[src/rtl/alu_seq_ctrl_if.sv]
// rtl/alu_seq_ctrl_if.sv - operand, button and result bundle for alu_seq_ctrl
interface alu_seq_ctrl_if #(
  parameter int WIDTH = 8
);
  logic [WIDTH-1:0] a_i;
  logic [WIDTH-1:0] b_i;
  logic [3:0]       op_i;
  logic             accum_mode_i;
  logic             clear_i;
  logic [WIDTH-1:0] y_o;
  logic             valid_o;
  logic             busy_o;
  logic             carry_o;
  logic             overflow_o;
  logic             zero_o;

  modport master (
    output a_i, b_i, op_i, accum_mode_i, clear_i,
    input  y_o, valid_o, busy_o, carry_o, overflow_o, zero_o
  );

  modport slave (
    input  a_i, b_i, op_i, accum_mode_i, clear_i,
    output y_o, valid_o, busy_o, carry_o, overflow_o, zero_o
  );
endinterface

[src/rtl/alu_seq_ctrl.sv]
// rtl/alu_seq_ctrl.sv - debounced button-driven ALU with iterative shift-add multiply
// Buttons go sync -> debounce -> rising edge, so one press launches one operation.
module alu_seq_ctrl #(
  parameter int WIDTH           = 8,
  parameter int DEBOUNCE_CYCLES = 4
) (
  input  logic          clk_i,
  input  logic          rst_i,
  alu_seq_ctrl_if.slave bus
);
  localparam int CNT_W  = $clog2(DEBOUNCE_CYCLES + 1);
  localparam int ITER_W = $clog2(WIDTH);
  localparam logic [CNT_W-1:0]  CNT_LAST  = CNT_W'(DEBOUNCE_CYCLES - 1);
  localparam logic [ITER_W-1:0] ITER_LAST = ITER_W'(WIDTH - 1);

  typedef enum logic {ST_IDLE, ST_MUL_RUN} state_t;

  state_t             r_state;
  state_t             w_state_nxt;
  logic [3:0]         r_sync1;
  logic [3:0]         r_sync2;
  logic [3:0]         r_deb;
  logic [3:0]         r_deb_d;
  logic [CNT_W-1:0]   r_cnt [4];
  logic [3:0]         w_start;

  logic [WIDTH-1:0]   r_y;
  logic               r_valid;
  logic               r_carry;
  logic               r_ovf;
  logic               r_zero;
  logic [2*WIDTH-1:0] r_mcand;
  logic [2*WIDTH-1:0] r_prod;
  logic [WIDTH-1:0]   r_mplier;
  logic [ITER_W-1:0]  r_iter;

  logic [WIDTH-1:0]   w_opa;
  logic [WIDTH:0]     w_sum;
  logic [WIDTH:0]     w_diff;
  logic [2*WIDTH-1:0] w_prod_step;
  logic               w_load;
  logic               w_mul_start;
  logic [WIDTH-1:0]   w_res;
  logic               w_res_carry;
  logic               w_res_ovf;

  always_ff @(posedge clk_i) begin
    if (rst_i) begin
      r_sync1 <= '0;
      r_sync2 <= '0;
      r_deb   <= '0;
      r_deb_d <= '0;
      for (int i = 0; i < 4; i++) r_cnt[i] <= '0;
    end else begin
      r_sync1 <= bus.op_i;
      r_sync2 <= r_sync1;
      r_deb_d <= r_deb;
      for (int i = 0; i < 4; i++) begin
        if (r_sync2[i] == r_deb[i]) begin
          r_cnt[i] <= '0;
        end else if (r_cnt[i] == CNT_LAST) begin
          r_deb[i] <= r_sync2[i];
          r_cnt[i] <= '0;
        end else begin
          r_cnt[i] <= r_cnt[i] + 1'b1;
        end
      end
    end
  end

  assign w_start     = r_deb & ~r_deb_d;
  assign w_opa       = bus.accum_mode_i ? r_y : bus.a_i;
  assign w_sum       = {1'b0, w_opa} + {1'b0, bus.b_i};
  assign w_diff      = {1'b0, w_opa} - {1'b0, bus.b_i};
  assign w_prod_step = r_prod + (r_mplier[0] ? r_mcand : '0);

  always_ff @(posedge clk_i) begin
    if (rst_i) r_state <= ST_IDLE;
    else       r_state <= w_state_nxt;
  end

  // Starts are also refused while valid_o is high so result pulses never abut.
  always_comb begin
    w_state_nxt = r_state;
    w_load      = 1'b0;
    w_mul_start = 1'b0;
    w_res       = '0;
    w_res_carry = 1'b0;
    w_res_ovf   = 1'b0;
    case (r_state)
      ST_IDLE: begin
        if (!bus.clear_i && !r_valid) begin
          if (w_start[0]) begin
            w_load      = 1'b1;
            w_res       = w_sum[WIDTH-1:0];
            w_res_carry = w_sum[WIDTH];
            w_res_ovf   = (w_opa[WIDTH-1] == bus.b_i[WIDTH-1]) &&
                          (w_sum[WIDTH-1] != w_opa[WIDTH-1]);
          end else if (w_start[1]) begin
            w_load      = 1'b1;
            w_res       = w_diff[WIDTH-1:0];
            w_res_carry = w_diff[WIDTH];
            w_res_ovf   = (w_opa[WIDTH-1] != bus.b_i[WIDTH-1]) &&
                          (w_diff[WIDTH-1] != w_opa[WIDTH-1]);
          end else if (w_start[2]) begin
            w_mul_start = 1'b1;
            w_state_nxt = ST_MUL_RUN;
          end else if (w_start[3]) begin
            w_load      = 1'b1;
            w_res       = w_opa ^ bus.b_i;
          end
        end
      end
      ST_MUL_RUN: begin
        if (bus.clear_i) begin
          w_state_nxt = ST_IDLE;
        end else if (r_iter == ITER_LAST) begin
          w_state_nxt = ST_IDLE;
          w_load      = 1'b1;
          w_res       = w_prod_step[WIDTH-1:0];
          w_res_carry = |w_prod_step[2*WIDTH-1:WIDTH];
        end
      end
      default: w_state_nxt = ST_IDLE;
    endcase
  end

  always_ff @(posedge clk_i) begin
    if (rst_i) begin
      r_y      <= '0;
      r_valid  <= 1'b0;
      r_carry  <= 1'b0;
      r_ovf    <= 1'b0;
      r_zero   <= 1'b0;
      r_mcand  <= '0;
      r_prod   <= '0;
      r_mplier <= '0;
      r_iter   <= '0;
    end else begin
      r_valid <= w_load;
      if (bus.clear_i) begin
        r_y     <= '0;
        r_carry <= 1'b0;
        r_ovf   <= 1'b0;
        r_zero  <= 1'b0;
      end else if (w_load) begin
        r_y     <= w_res;
        r_carry <= w_res_carry;
        r_ovf   <= w_res_ovf;
        r_zero  <= (w_res == '0);
      end
      if (w_mul_start) begin
        r_mcand  <= {{WIDTH{1'b0}}, w_opa};
        r_mplier <= bus.b_i;
        r_prod   <= '0;
        r_iter   <= '0;
      end else if (r_state == ST_MUL_RUN) begin
        r_prod   <= w_prod_step;
        r_mcand  <= r_mcand << 1;
        r_mplier <= r_mplier >> 1;
        r_iter   <= r_iter + 1'b1;
      end
    end
  end

  assign bus.y_o        = r_y;
  assign bus.valid_o    = r_valid;
  assign bus.busy_o     = (r_state == ST_MUL_RUN);
  assign bus.carry_o    = r_carry;
  assign bus.overflow_o = r_ovf;
  assign bus.zero_o     = r_zero;
endmodule
[src/flat_wrapper.sv]
// flat-port wrapper written by rule: the top's interface ports become plain ports
module alu_seq_ctrl_flat 
#(
  parameter int WIDTH           = 8,
  parameter int DEBOUNCE_CYCLES = 4
)
  (clk_i, rst_i, bus_a_i, bus_b_i, bus_op_i, bus_accum_mode_i, bus_clear_i, bus_y_o, bus_valid_o, bus_busy_o, bus_carry_o, bus_overflow_o, bus_zero_o);
  alu_seq_ctrl_if #(.WIDTH(WIDTH)) bus_i ();
  input  logic clk_i;
  input  logic rst_i;
  input wire logic [$bits(bus_i.a_i)-1:0] bus_a_i;
  input wire logic [$bits(bus_i.b_i)-1:0] bus_b_i;
  input wire logic [$bits(bus_i.op_i)-1:0] bus_op_i;
  input wire logic [$bits(bus_i.accum_mode_i)-1:0] bus_accum_mode_i;
  input wire logic [$bits(bus_i.clear_i)-1:0] bus_clear_i;
  output wire logic [$bits(bus_i.y_o)-1:0] bus_y_o;
  output wire logic [$bits(bus_i.valid_o)-1:0] bus_valid_o;
  output wire logic [$bits(bus_i.busy_o)-1:0] bus_busy_o;
  output wire logic [$bits(bus_i.carry_o)-1:0] bus_carry_o;
  output wire logic [$bits(bus_i.overflow_o)-1:0] bus_overflow_o;
  output wire logic [$bits(bus_i.zero_o)-1:0] bus_zero_o;
  assign bus_i.a_i = bus_a_i;
  assign bus_i.b_i = bus_b_i;
  assign bus_i.op_i = bus_op_i;
  assign bus_i.accum_mode_i = bus_accum_mode_i;
  assign bus_i.clear_i = bus_clear_i;
  assign bus_y_o = bus_i.y_o;
  assign bus_valid_o = bus_i.valid_o;
  assign bus_busy_o = bus_i.busy_o;
  assign bus_carry_o = bus_i.carry_o;
  assign bus_overflow_o = bus_i.overflow_o;
  assign bus_zero_o = bus_i.zero_o;
  alu_seq_ctrl #(.WIDTH(WIDTH), .DEBOUNCE_CYCLES(DEBOUNCE_CYCLES)) u_core (.clk_i(clk_i), .rst_i(rst_i), .bus(bus_i));
endmodule
[config.mk]
export PLATFORM = sky130hd
export DESIGN_NAME = alu_seq_ctrl_flat
export DESIGN_NICKNAME = d
export VERILOG_FILES = /design/src/rtl/alu_seq_ctrl_if.sv /design/src/rtl/alu_seq_ctrl.sv /design/src/flat_wrapper.sv
export SDC_FILE = /design/constraint.sdc
export NUM_CORES = 1
export LEC_CHECK = 0
export ABC_AREA = 1
export CAP_MARGIN = 5
export CORE_MARGIN = 2
export CORE_UTILIZATION = 55
export CTS_BUF_LIST = sky130_fd_sc_hd__clkbuf_8
export DETAILED_ROUTE_END_ITERATION = 8
export GPL_ROUTABILITY_DRIVEN = 0
export PLACE_DENSITY = 0.84
export SYNTH_ARGS = -nofsm -noshare
export SYNTH_HDL_FRONTEND = slang
export SYNTH_SLANG_ARGS = --single-unit
[constraint.sdc]
create_clock -name clk_i -period 5.9 [get_ports clk_i]
set_input_delay 1.18 -clock clk_i [delete_from_list [all_inputs] [get_ports clk_i]]
set_output_delay 1.18 -clock clk_i [all_outputs]
set_load 0.02 [all_outputs]
A small window of the routed layout:
Window x 32 to 72, y 32 to 72 µm. Cells in grey, sequential cells in the stronger grey; small squares are vias.
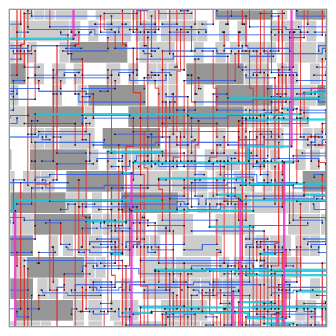
metal 2: shown in red. metal 1: shown in blue. metal 4: shown in magenta. metal 3: shown in cyan.
Most frequent: nand2_1 (62), inv_1 (33), dfxtp_1 (14). Sequential cells in the window: 15. Netlist names of flops here include `u_core.r_mcand` (8), `u_core.r_mplier` (4). 168 logic cells have their middle in the window.

==> job_summary.md <==
## PnR job results

| Metric | Value |
|---|---|
| Status | `completed` |
| Met3 WL | `898 µm` |
| Combinational share of cell area | `0.4974` |
| Die width | `103.3 µm` |
| Pwr Total | `1.205 mW` |
| Die height | `103.3 µm` |
| CTS max path bufs | `2` |
| Initial antenna violation count | `0` |
| Cell count listed in synth_stat.txt | `800` |
| Simple share | `0.3025` |
| Final-layout clock buffer total | `9` |
| Register share after synthesis | `0.3323` |
| Final WS setup | `2021 ps` |
| Avg Synthesized Cell Area | `6.778 µm²` |
| Placed Cells | `961` |
| Max-cap viol count | `0` |
| IO Count | `37` |
| Fp util | `0.5599` |
| Power per cell area | `197.2 nW/µm²` |
| Worst Setup SP | `bus_accum_mode_i` |
| Post-CTS Setup Repair Bufs | `0` |
| Final std cells w/o fill | `977` |
| DP HPWL | `9408 µm` |
| Syn Inst Count | `800` |
| Yosys xor share | `0.01292` |
| Area leader, netlist | `dfxtp_1` |
| Area leader share | `0.2658` |
| Vias in the first global route | `4546` |
| Taps Inserted | `133` |
| Buffer and inverter count on the worst path | `2` |
| WL met1 | `5606 µm` |
| Hold Crit Class | `flip-flop to flip-flop` |
| Synth area leaders | `dfxtp_1 (27%), nand2_1 (15%), ha_1 (9.9%)` |
| Fillcell total | `866` |
| Wire per inst | `12.80 µm` |
| Ratio of cells with drive above 1 in the final layout | `0.04858` |
| Yosys adder share | `0.1103` |
| Worst Tran Pin Value | `574.0 ps` |
| # DRC | `0` |
| Clk sink count | `84` |
| OpenROAD warning count | `36` |
| Total area of sequential cells | `1803 µm²` |
| Critical path data required time | `6210 ps` |
| CP endpoint kind | `flip-flop` |
| Global-route wire length before repair | `20820 µm` |
| RSZ-0062 raised after global routing | `false` |
| Htree depth | `3` |
| MUX share of area | `0.004153` |
| Drt total wl | `12510 µm` |
| Clk root buf | `clkbuf_8` |
| Crit path largest cell delay | `650 ps` |
| Synth top cells by count | `nand2_1 (219), inv_1 (134), nor2_1 (82), dfxtp_1 (72), a21oi_1 (62)` |
| Main logic family after synthesis | `simple AND/OR/NAND/NOR gates` |
| Post-cts sizing count | `0` |
| Clock transition at path regs | `100 ps` |
| Initial drt markers | `298` |
| Lkg Pwr | `3.092 nW` |
| Layout Nets | `909` |
| Clock-cell share of area | `0.03277` |
| Vias per Instance | `5.173` |
| Dominant register cell | `dfxtp_1` |
| IO Port Bufs | `36` |
| Number of CTS-inserted buffers | `9` |
| Max layer used | `met4` |
| Multi-input gates | `567` |
| Critical Path AT | `4190 ps` |
| End-of-flow core utilization | `0.6309` |
| Final setup vio count | `0` |
| Leading cell kind | `multi-input combinational cells` |
| Antenna-violating nets left | `0` |
| Async SR Flop Fraction | `0` |
| Repair and plain buffers | `39` |
| Synth Register Bits | `84` |
| Final hold vios | `0` |
| CTS tree | `yes` |
| Clk_skew | `16.53 ps` |
| Synth Warn # | `0` |
| Slew HR | `0.6168` |
| Largest net degree at the start of global routing | `49` |
| CP cell instances | `clkdlybuf4s50_1 > o21ai_0 > inv_1 > ha_1 > fa_1 > xor2_1 > nand2_1 > nand3_1 > nor2_1 > nor2_4 > nand2_1 > nor2_1 > nand2_1 > nor2_2 > nand3_2 > a21oi_2` |
| First-pass detailed-route iteration total | `7` |
| Row Count | `36` |
| Startpoint Class | `input port` |
Metal 3:
Cells faint in the background.
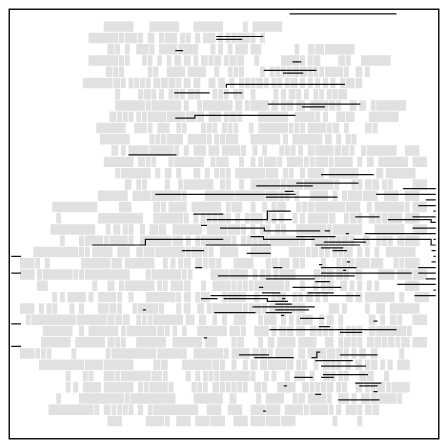
The layer holds 7.2% of the routed length. The wires run mostly horizontal. The longest straight run is 35.9 µm. The layer carries 899 µm of wire. 85 nets have wire on it.

[layer usage]
layer  global-route usage  vias up
met5                    0        -
met4              0.08502        0
met3              0.05511       28
met2               0.4086      181
met1               0.3234     2228
li1                     -     2617
[path summary, 6_finish.rpt]
kind,endpoint,slack (ps),cells past startpoint
worst min-delay path,u_core.r_sync2[0],410,2
worst max-delay path,u_core.bus.zero_o,2020,16
worst max register to register,u_core.bus.carry_o,3330,16
worst min register to register,u_core.r_sync2[0],410,2
[metrics by stage]
stage          instance area, µm²  hold WS [ps]
2_1_floorplan                5464         388.3
3_3_place_gp                 5909         389.8
3_5_place_dp                 5909         392.9
4_1_cts                      6110         407.2
5_1_grt                      6110         425.4
6_report                     6110         406.8
[registers in the layout, summed over array words and instances, names as in the netlist]
register	count
u_core.r_mcand	16
u_core.r_prod	16
u_core.r_cnt	12
u_core.bus.y_o	8
u_core.r_mplier	8
u_core.r_deb	4
u_core.r_deb_d	4
u_core.r_sync1	4
u_core.r_sync2	4
u_core.r_iter	3
u_core.bus.busy_o	1
u_core.bus.carry_o	1
u_core.bus.overflow_o	1
u_core.bus.valid_o	1
u_core.bus.zero_o	1
[cells in the final DEF (no fill, tap or decap), drive strengths merged, types with 5 or more instances in the layout]
cell type	netlist	layout
conb	1	12
nand3b	6	6
nand3	51	51
o221ai	5	5
nor2	87	87
ha	43	43
clkbuf	11	9
o211ai	7	7
nand4	10	10
clkdlybuf4s50	0	36
a21oi	63	63
inv	137	142
edfxtp	12	12
o2111ai	8	8
nand2	224	224
o21ai	27	27
dfxtp	72	72
[power by group]
group / total (mW) / internal [mW] / switching [mW]
Sequential: 0.599 / 0.592 / 0.00677
Clock: 0.427 / 0.169 / 0.258
Combinational: 0.179 / 0.0648 / 0.114
Total: 1.21 / 0.826 / 0.379
Power is estimated from default activity; no workload was simulated.
